--- src/rtl/gray_to_binary_pipe.sv ---
// gray_to_binary_pipe: two-stage pipelined Gray-to-binary decoder with
// valid/ready handshaking on both sides and full backpressure.
// Optional feature macro: GRAY_STEP_CHECK_EN -- when defined, accepted words
// are compared with the previous accepted word and flagged (step_err) when
// they differ in two or more bits; flagged transfers are counted in err_cnt.
// When undefined, step_err and err_cnt are tied to zero.
module gray_to_binary_pipe #(
  parameter int unsigned N         = 4,
  parameter int unsigned ERR_CNT_W = 8
) (
  input  logic                 clk,
  input  logic                 rst_n,
  input  logic [N-1:0]         gray_in,
  input  logic                 in_valid,
  output logic                 in_ready,
  output logic [N-1:0]         binary_out,
  output logic                 out_valid,
  input  logic                 out_ready,
  output logic                 step_err,
  output logic [ERR_CNT_W-1:0] err_cnt
);

  // Prefix XOR from the MSB down recovers the binary value.
  function automatic logic [N-1:0] gray2bin(input logic [N-1:0] g);
    logic [N-1:0] b;
    b = '0;
    b[N-1] = g[N-1];
    for (int i = int'(N) - 2; i >= 0; i--) begin
      b[i] = b[i+1] ^ g[i];
    end
    return b;
  endfunction

  // Handshake qualifiers.
  logic accept_c;
  logic s2_load_c;
  logic out_xfer_c;

  logic         s1_valid_q, s1_valid_d;
  logic [N-1:0] s1_gray_q,  s1_gray_d;
  logic         s2_valid_q, s2_valid_d;
  logic [N-1:0] s2_bin_q,   s2_bin_d;

  assign in_ready   = !s1_valid_q || !s2_valid_q || out_ready;
  assign accept_c   = in_valid && in_ready;
  assign s2_load_c  = s1_valid_q && (!s2_valid_q || out_ready);
  assign out_xfer_c = s2_valid_q && out_ready;

  assign out_valid  = s2_valid_q;
  assign binary_out = s2_bin_q;

  // Stage 1 / stage 2 next-state: S1 captures on accept, S2 captures from S1.
  always_comb begin
    s1_valid_d = s1_valid_q;
    s1_gray_d  = s1_gray_q;
    s2_valid_d = s2_valid_q;
    s2_bin_d   = s2_bin_q;
    if (accept_c) begin
      s1_valid_d = 1'b1;
      s1_gray_d  = gray_in;
    end else if (s2_load_c) begin
      s1_valid_d = 1'b0;
    end
    if (s2_load_c) begin
      s2_valid_d = 1'b1;
      s2_bin_d   = gray2bin(s1_gray_q);
    end else if (out_xfer_c) begin
      s2_valid_d = 1'b0;
    end
  end

  // Pipeline data/valid registers.
  always_ff @(posedge clk or negedge rst_n) begin
    if (!rst_n) begin
      s1_valid_q <= 1'b0;
      s1_gray_q  <= '0;
      s2_valid_q <= 1'b0;
      s2_bin_q   <= '0;
    end else begin
      s1_valid_q <= s1_valid_d;
      s1_gray_q  <= s1_gray_d;
      s2_valid_q <= s2_valid_d;
      s2_bin_q   <= s2_bin_d;
    end
  end

`ifdef GRAY_STEP_CHECK_EN

  // True when the difference word has two or more bits set.
  function automatic logic multi_bit(input logic [N-1:0] x);
    return (x != '0) && ((x & (x - N'(1))) != '0);
  endfunction

  logic                 hist_valid_q, hist_valid_d;
  logic [N-1:0]         hist_q,       hist_d;
  logic                 s1_flag_q,    s1_flag_d;
  logic                 s2_flag_q,    s2_flag_d;
  logic [ERR_CNT_W-1:0] err_cnt_q,    err_cnt_d;
  logic                 step_bad_c;

  assign step_bad_c = hist_valid_q && multi_bit(gray_in ^ hist_q);
  assign step_err   = s2_flag_q;
  assign err_cnt    = err_cnt_q;

  // Step check at accept time; history follows every accepted word.
  always_comb begin
    hist_valid_d = hist_valid_q;
    hist_d       = hist_q;
    s1_flag_d    = s1_flag_q;
    s2_flag_d    = s2_flag_q;
    err_cnt_d    = err_cnt_q;
    if (accept_c) begin
      hist_valid_d = 1'b1;
      hist_d       = gray_in;
      s1_flag_d    = step_bad_c;
    end
    if (s2_load_c) begin
      s2_flag_d = s1_flag_q;
    end
    if (out_xfer_c && s2_flag_q && (err_cnt_q != '1)) begin
      err_cnt_d = err_cnt_q + ERR_CNT_W'(1);
    end
  end

  // Checker state registers.
  always_ff @(posedge clk or negedge rst_n) begin
    if (!rst_n) begin
      hist_valid_q <= 1'b0;
      hist_q       <= '0;
      s1_flag_q    <= 1'b0;
      s2_flag_q    <= 1'b0;
      err_cnt_q    <= '0;
    end else begin
      hist_valid_q <= hist_valid_d;
      hist_q       <= hist_d;
      s1_flag_q    <= s1_flag_d;
      s2_flag_q    <= s2_flag_d;
      err_cnt_q    <= err_cnt_d;
    end
  end

`else

  // Checker removed: status outputs are constant zero.
  assign step_err = 1'b0;
  assign err_cnt  = '0;

`endif

endmodule

--- config.mk ---
export PLATFORM = sky130hd
export DESIGN_NAME = gray_to_binary_pipe
export DESIGN_NICKNAME = d
export VERILOG_FILES = /design/src/rtl/gray_to_binary_pipe.sv
export SDC_FILE = /design/constraint.sdc
export NUM_CORES = 1
export LEC_CHECK = 0
export CAP_MARGIN = 10
export CORE_MARGIN = 3
export CORE_UTILIZATION = 34
export CTS_BUF_LIST = sky130_fd_sc_hd__clkbuf_4 sky130_fd_sc_hd__clkbuf_8 sky130_fd_sc_hd__clkbuf_16
export CTS_CLUSTER_SIZE = 20
export DETAILED_ROUTE_END_ITERATION = 10
export GPL_ROUTABILITY_DRIVEN = 0
export HOLD_SLACK_MARGIN = 0.03
export PLACE_DENSITY = 0.72
export RECOVER_POWER = 100
export SYNTH_ARGS = -nofsm -noshare
export SYNTH_HDL_FRONTEND = slang
export SYNTH_SLANG_ARGS = --single-unit
--- constraint.sdc ---
create_clock -name clk -period 1 [get_ports clk]
set_input_delay 0.2 -clock clk [delete_from_list [all_inputs] [get_ports clk]]
set_output_delay 0.2 -clock clk [all_outputs]
set_load 0.05 [all_outputs]
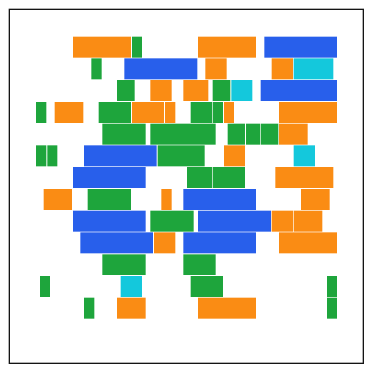
*Placed cells, one color a class, run 1*
Scale: 8 px per µm.
| color | class | cells | share of their area |
|---|---|---|---|
| blue | flops | 10 | 33% |
| cyan | clock drivers and dummy loads | 4 | 4.7% |
| orange | other buffers and delay cells | 23 | 33% |
| green | combinational and other logic | 27 | 29% |
fin area: 791 µm²
fin util: 59.3%
Core Footprint: 1330 µm²
flop share of the area: 31.8%
FP Rows: 13

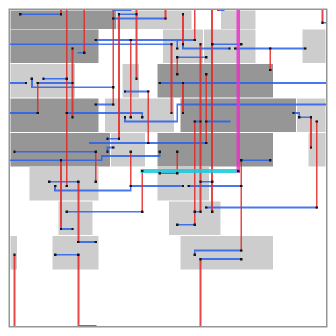
*Close-up of the layout, run 1*
Window x 10 to 35, y 1 to 26 µm. Cells in gray, sequential cells in the stronger gray; small squares are vias.
| color | layer |
|---|---|
| magenta | metal 4 |
| red | metal 2 |
| cyan | metal 3 |
| blue | metal 1 |
cells with their middle in the window: 22
sequential cells in the window: 7
most frequent: dfrtp_1 (7), mux2_4 (3), buf_4 (3)
netlist names of flops here include: s1_gray_q (4), binary_out (3)

==> impl_metrics.json, run 1 <==
{
  "grt_usage_pct": 11.6,
  "power_uw": 1950,
  "ys_cells": 38,
  "worstSetupPathType": "reg -> out",
  "fmax_mhz": 793,
  "synth_flops": 10,
  "drt_pass1_iterations": 2,
  "intPower_uw": 1220,
  "viasPerCell": 4.41,
  "place_ws_ps": -382,
  "clock_sinks": 10,
  "cts_root_buf": "clkbuf_4",
  "peakVddDrop_uv": 898,
  "synth-async-reset-ratio_pct": 100,
  "yosysMostFrequentCell": "dfrtp_1",
  "path_cells": "nand3b_1, buf_6, buf_12",
  "cts_tree": "done",
  "drv_slew": 0,
  "setup_violations": 14,
  "cpMaxStageDelayCell": "dfrtp_2",
  "synth-edff-count": 0,
  "status": "finished, violations left",
  "fin_ws_ps": -261,
  "synth.avg_cell_area_um2": 13.0,
  "crit_path_end_kind": "output pin",
  "overflow": 0,
  "violations": "setup timing",
  "cts_buffers": 3,
  "top_area_share_pct": 50.8,
  "grt_first_pass_wirelength_mm": 1.48,
  "yosysTopAreaCell": "dfrtp_1",
  "pwr-share-comb_pct": 50.0,
  "rsz0062_at_grt": "yes",
  "wl_um": 924,
  "holdWs_ps": 193,
  "p_seq_share_pct": 30.9,
  "grt_antenna_before_repair": 0,
  "finalHoldViolCount": 0,
  "dp_hpwl_um": 673,
  "h-tree-depth": 1,
  "period_minus_slack_ps": 1260,
  "warnings": 29,
  "drc": 0,
  "drive_above_1_share_pct": 39.1,
  "antenna_left": 0,
  "hold_class": "in -> async",
  "switching_share_pct": 37.1,
  "initCoreUtil_pct": 37.0,
  "hold_buffers": 0,
  "power_leakage_uw": 0.000382,
  "clk_latency_ps": 270,
  "pwr_density_cell_nw_per_um2": 2460,
  "grt_pass1_vias": 311,
  "arrival_ps": 1060,
  "slowest_delay_ps": 420,
  "ys_area_um2": 493,
  "wl_per_cell_um": 11.7,
  "dieArea_um2": 1940,
  "netlist_top_cells_count": "dfrtp_1, buf_4, mux2_1",
  "period_used_pct": 126,
  "synth_top_flop_cell": "dfrtp_1",
  "start_kind": "flip-flop",
  "diodes": 0,
  "netlist_area_um2": 493,
  "grt_max_degree": 7,
  "fin_skew_ps": 2.87,
  "syn2layout_area_growth_pct": 60.4,
  "max_cap_violations": 0,
  "portBuffers": 13,
  "fin_nets": 73,
  "cp_max_fo": 3,
  "synth_cell_types": 13,
  "topCellsByArea": "dfrtp_1, buf_4, mux2_1",
  "path_clk_slew_ps": 60,
  "die_w_um": 44.1,
  "ys.warnings.count": 0,
  "required_ps": 800,
  "path_buffers": 2,
  "ios": 23,
  "drt_iter0_markers": 4,
  "synth_cells": 38,
  "synth-seq-area-share_pct": 50.8,
  "p_switching_uw": 722,
  "clock_path_buffers": 2,
  "fp.dieH_um": 44.1
}
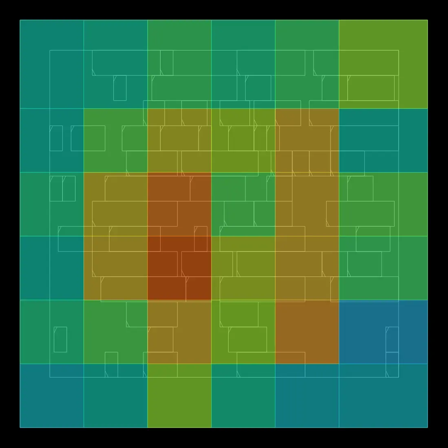
*Congestion heat map, run 1*
met1 Track Usage GR: 13.9%
Most Used Layer, Global Route: met2
met2 Usage GRT: 16.3%
met3 GRT Util: 4.88%

==> run 1: through the flow <==
| stage | std cells | TNS, ps | cell area, µm² | util, % |
|---|---|---|---|---|
| finish | 79 | -1550 | 791 | 59.3 |
| global route | 79 | -2130 | 791 | 59.3 |
| CTS | 79 | -1740 | 802 | 60.1 |
| detailed placement | 72 | -3290 | 721 | 54.0 |
| global placement | 72 | -3290 | 721 | 54.0 |
| floorplan | 46 | -4070 | 527 | - |
==> run 1: worst paths after layout <==
kind,end,start,depth (start not counted),slack (ps)
setup / recovery,in_ready,out_valid$_DFFE_PN0P_,3,-260
hold / removal,binary_out[0]$_DFFE_PN0P_,rst_n,1,190
setup reg to reg,s1_gray_q[1]$_DFFE_PN0P_,out_valid$_DFFE_PN0P_,4,-160
hold reg to reg,s1_gray_q[0]$_DFFE_PN0P_,s1_gray_q[0]$_DFFE_PN0P_,1,550
max in group asynchronous,binary_out[2]$_DFFE_PN0P_,rst_n,2,400
min in group clk,s1_valid_q$_DFFE_PN0P_,out_ready,4,460
==> run 1: cell type report <==
class | count | area, µm²
Fill cell | 110 | 543
Timing Repair Buffer | 23 | 256
Sequential cell | 10 | 251
Multi-Input combinational cell | 27 | 228
Clock buffer | 4 | 36.3
Tap cell | 15 | 18.8
==> run 1: layer usage <==
metal  wire, µm  up-vias
met2        392       18
met3         93        5
met4         36        0
li1           -      163
met5          0        -
met1        401      162
==> run 1: repair_timing <==
item | in CTS | in global routing
hold endpoints to repair | 0 | 0
buffers inserted | 3 | 0
pin swaps | 1 | 1
setup endpoints to repair | 14 | 14
cloned | 0 | 0
resized | 7 | 0
==> run 1: kinds of logic (layout without fill, tap and decap cells) <==
family	Yosys count	in the layout	share of synthesized area, %
AND/OR/NAND/NOR	6	6	6.85
buffers and inverters	9	27	13.7
flip-flops	10	10	50.8
other	1	9	0.761
XOR/XNOR	3	3	9.65
AND-OR/OR-AND	2	2	2.28
multiplexers	7	7	16.0
==> run 1: cell usage in the layout, fill, tap and decap left out, types with 2 or more instances in the layout <==
cell type        netlist  layout
mux2_1                 4       2
nand2b_1               3       3
mux2_4                 0       4
clkbuf_1               0       3
buf_12                 0       6
buf_4                  9       6
clkdlybuf4s50_1        0       5
clkbuf_4               0       3
conb_1                 1       9
dfrtp_1               10       9
==> run 1: power groups by stage <==
stage	Sequential [µW]	Combinational (µW)	Clock, µW
2_1_floorplan	815	268	0
3_3_place_gp	607	888	0
3_5_place_dp	610	895	0
4_1_cts	602	988	394
5_1_grt	613	1010	412
6_report	601	973	372
==> run 1: sequential cells by signal (all words and copies together), names as in the netlist <==
register and count:
s1_gray_q 4, out_valid 1, s1_valid_q 1, binary_out 4
### Pin placement, run 1

Scale: 12 px per µm. Pins as bars across the die edge, other pins in gray.
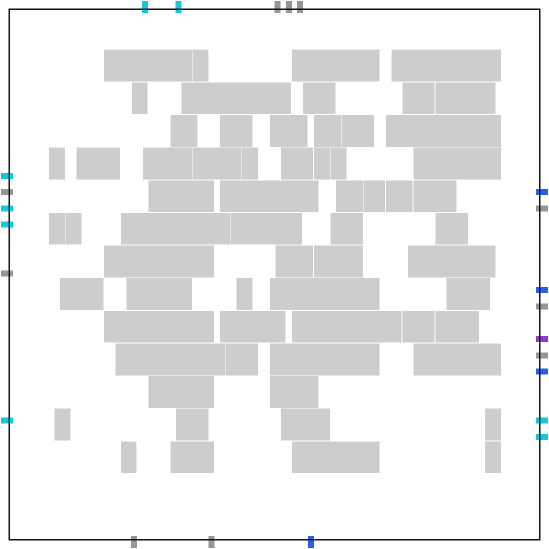

==> run 2: changes to the inputs <==
--- a/config.mk
+++ b/config.mk
@@ -12,6 +12,7 @@
 export CTS_CLUSTER_SIZE = 20
 export DETAILED_ROUTE_END_ITERATION = 10
 export GPL_ROUTABILITY_DRIVEN = 0
+export GPL_TIMING_DRIVEN = 0
 export HOLD_SLACK_MARGIN = 0.03
 export PLACE_DENSITY = 0.72
 export RECOVER_POWER = 100
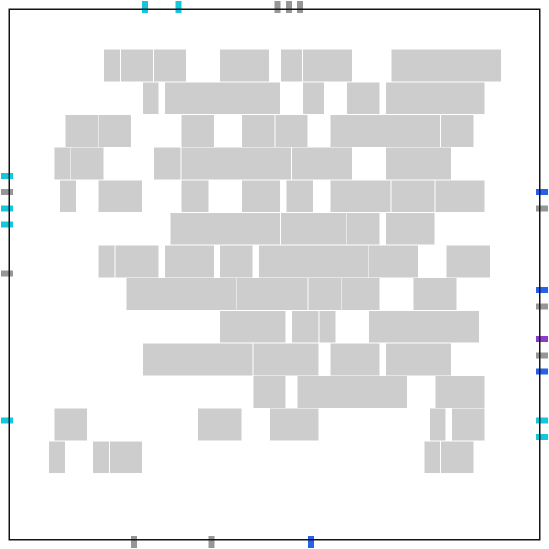
*Pin placement, run 2*
Scale: 12 px per µm. Pins as bars across the die edge, other pins in gray.
| color | port | pins | direction | edge |
|---|---|---|---|---|
| blue | binary_out | 4 | output | 3 east, 1 south |
| cyan | err_cnt | 8 | output | 4 west, 2 east, 2 north |
| purple | rst_n | 1 | input | east |
all pins by edge: 9 east, 6 west, 5 north, 3 south

==> run 2 against run 1 <==
- the flow still finishes with violations (setup timing)
- hold slack better by 120 ps
- critical endpoint unchanged
- first-iteration DRC count stayed put
- largest power group unchanged
- global-route usage is 0.78 points higher
- fmax is 2.6% higher
- clock power hardly changed
- routed wire length is 10% higher
- count of clock-buffer cells in the layout stayed put
==> impl_metrics.json, run 2 <==
{
  "r2r_slack_ps": -170,
  "fin_nets": 79,
  "dp_hpwl_um": 696,
  "ys_area_um2": 493,
  "wl_per_cell_um": 12.0,
  "synth-seq-area-share_pct": 50.8,
  "drt_iter0_markers": 4,
  "diodes": 0,
  "drc": 0,
  "fin_ws_ps": -230,
  "drt_pass1_iterations": 2,
  "finalHoldViolCount": 0,
  "place_ws_ps": -856,
  "dieArea_um2": 1940,
  "seq_area_um2": 251,
  "logic_area_um2": 241,
  "rows": 13,
  "worstSetupPathType": "reg -> out",
  "warnings": 29,
  "setup_violations": 14,
  "grt_antenna_before_repair": 0,
  "fin_skew_ps": 5.31,
  "regToRegStartpoint": "s1_valid_q$_DFFE_PN0P_",
  "synth_top_flop_cell": "dfrtp_1",
  "rsz0062_at_grt": "yes",
  "power_leakage_uw": 0.000411,
  "mostFrequentLayoutCell": "buf_4",
  "cpMaxStageDelayCell": "dfrtp_2",
  "status": "finished, violations left",
  "final.setup.tns_ps": -1470,
  "clock_path_buffers": 2,
  "top_area_share_pct": 50.8,
  "clock_sinks": 10,
  "cts_buffers": 3,
  "yosysMostFrequentCell": "dfrtp_1",
  "p_seq_share_pct": 31.3,
  "overflow": 0,
  "arrival_ps": 1030,
  "clk_latency_ps": 270,
  "wl_mm": 1.02,
  "intPower_uw": 1120,
  "fillers": 117,
  "synth_cell_types": 13,
  "hold_class": "in -> async",
  "power_uw": 1830,
  "violations": "setup timing",
  "max_cap_violations": 0,
  "die_w_um": 44.1,
  "cts_root_buf": "clkbuf_4",
  "path_cells": "nand3b_1, buf_6",
  "fin_area_um2": 798
}
[run 2: cell types whose count changed in the layout (fill, tap and decap cells not counted)]
| cell | change |
|---|---|
| clkbuf_1 | -2 |
| buf_6 | +5 |
| nand2_1 | -1 |
| mux2_1 | -2 |
| buf_2 | +1 |
| buf_4 | +8 |
| nand2b_4 | +1 |
| buf_12 | -6 |
| mux2_2 | +1 |
| mux2_4 | +1 |
| nand2b_1 | -1 |
| nand2_2 | +1 |
[run 2: worst paths after layout]
kind	endpoint	cells after the start
min in group clk	binary_out[1]$_DFFE_PN0P_	1
setup reg to reg	s1_gray_q[2]$_DFFE_PN0P_	3
hold reg to reg	binary_out[1]$_DFFE_PN0P_	1
hold / removal	s1_gray_q[1]$_DFFE_PN0P_	1
max in group asynchronous	out_valid$_DFFE_PN0P_	1
setup / recovery	in_ready	2
[run 2: cells by family after synthesis]
group                     share of synthesized area, %
other                                            0.761
and+or+nand+nor                                   6.85
buffers and inverters                             13.7
DFF                                               50.8
xor gates and xnor gates                          9.65
muxes                                             16.0
AOI/OAI and AO/OA                                 2.28
[run 2: cell type report]
type	instances	share of cell area, %
Buffer	9	8.46
Clock buffer	4	4.55
Timing Repair Buffer	20	22.9
Sequential cell	10	31.5
Tap cell	15	2.35
Multi-Input combinational cell	27	30.3
[run 2: repair_timing]
action	in CTS	in global routing
gates resized	48	3
endpoints found under the setup margin	14	14
setup buffers	7	1
pin swaps	2	1
[run 2: per-stage QoR]
step / hold WS (ps) / util, % / instances
after floorplan: -95.6 / - / 46
after global placement: 481 / 50.7 / 74
after detailed placement: 481 / 50.7 / 74
after CTS: 256 / 59.6 / 85
after global routing: 342 / 59.8 / 85
final: 313 / 59.8 / 85
[run 2: per-layer routing]
layer  GRT usage (%)  wire (µm)
met5               0          0
met4            5.42         14
met3            6.10        109
met2            19.5        529
met1            14.1        361
[run 2: worst register-to-register path, delay by kind of cell (launching register included)]
kind | cells | cell delay [ps]
simple gates | 2 | 340
flops | 1 | 370
mux | 1 | 350
[run 2: power groups by stage]
stage                     clock network (µW)  logic, µW  registers (µW)
final                                    371        887             573
after global routing                     409        929             588
after CTS                                377        863             572
after detailed placement                   0        730             572
after global placement                     0        718             569
after floorplan                            0        268             815
Power is estimated from default activity; no workload was simulated.
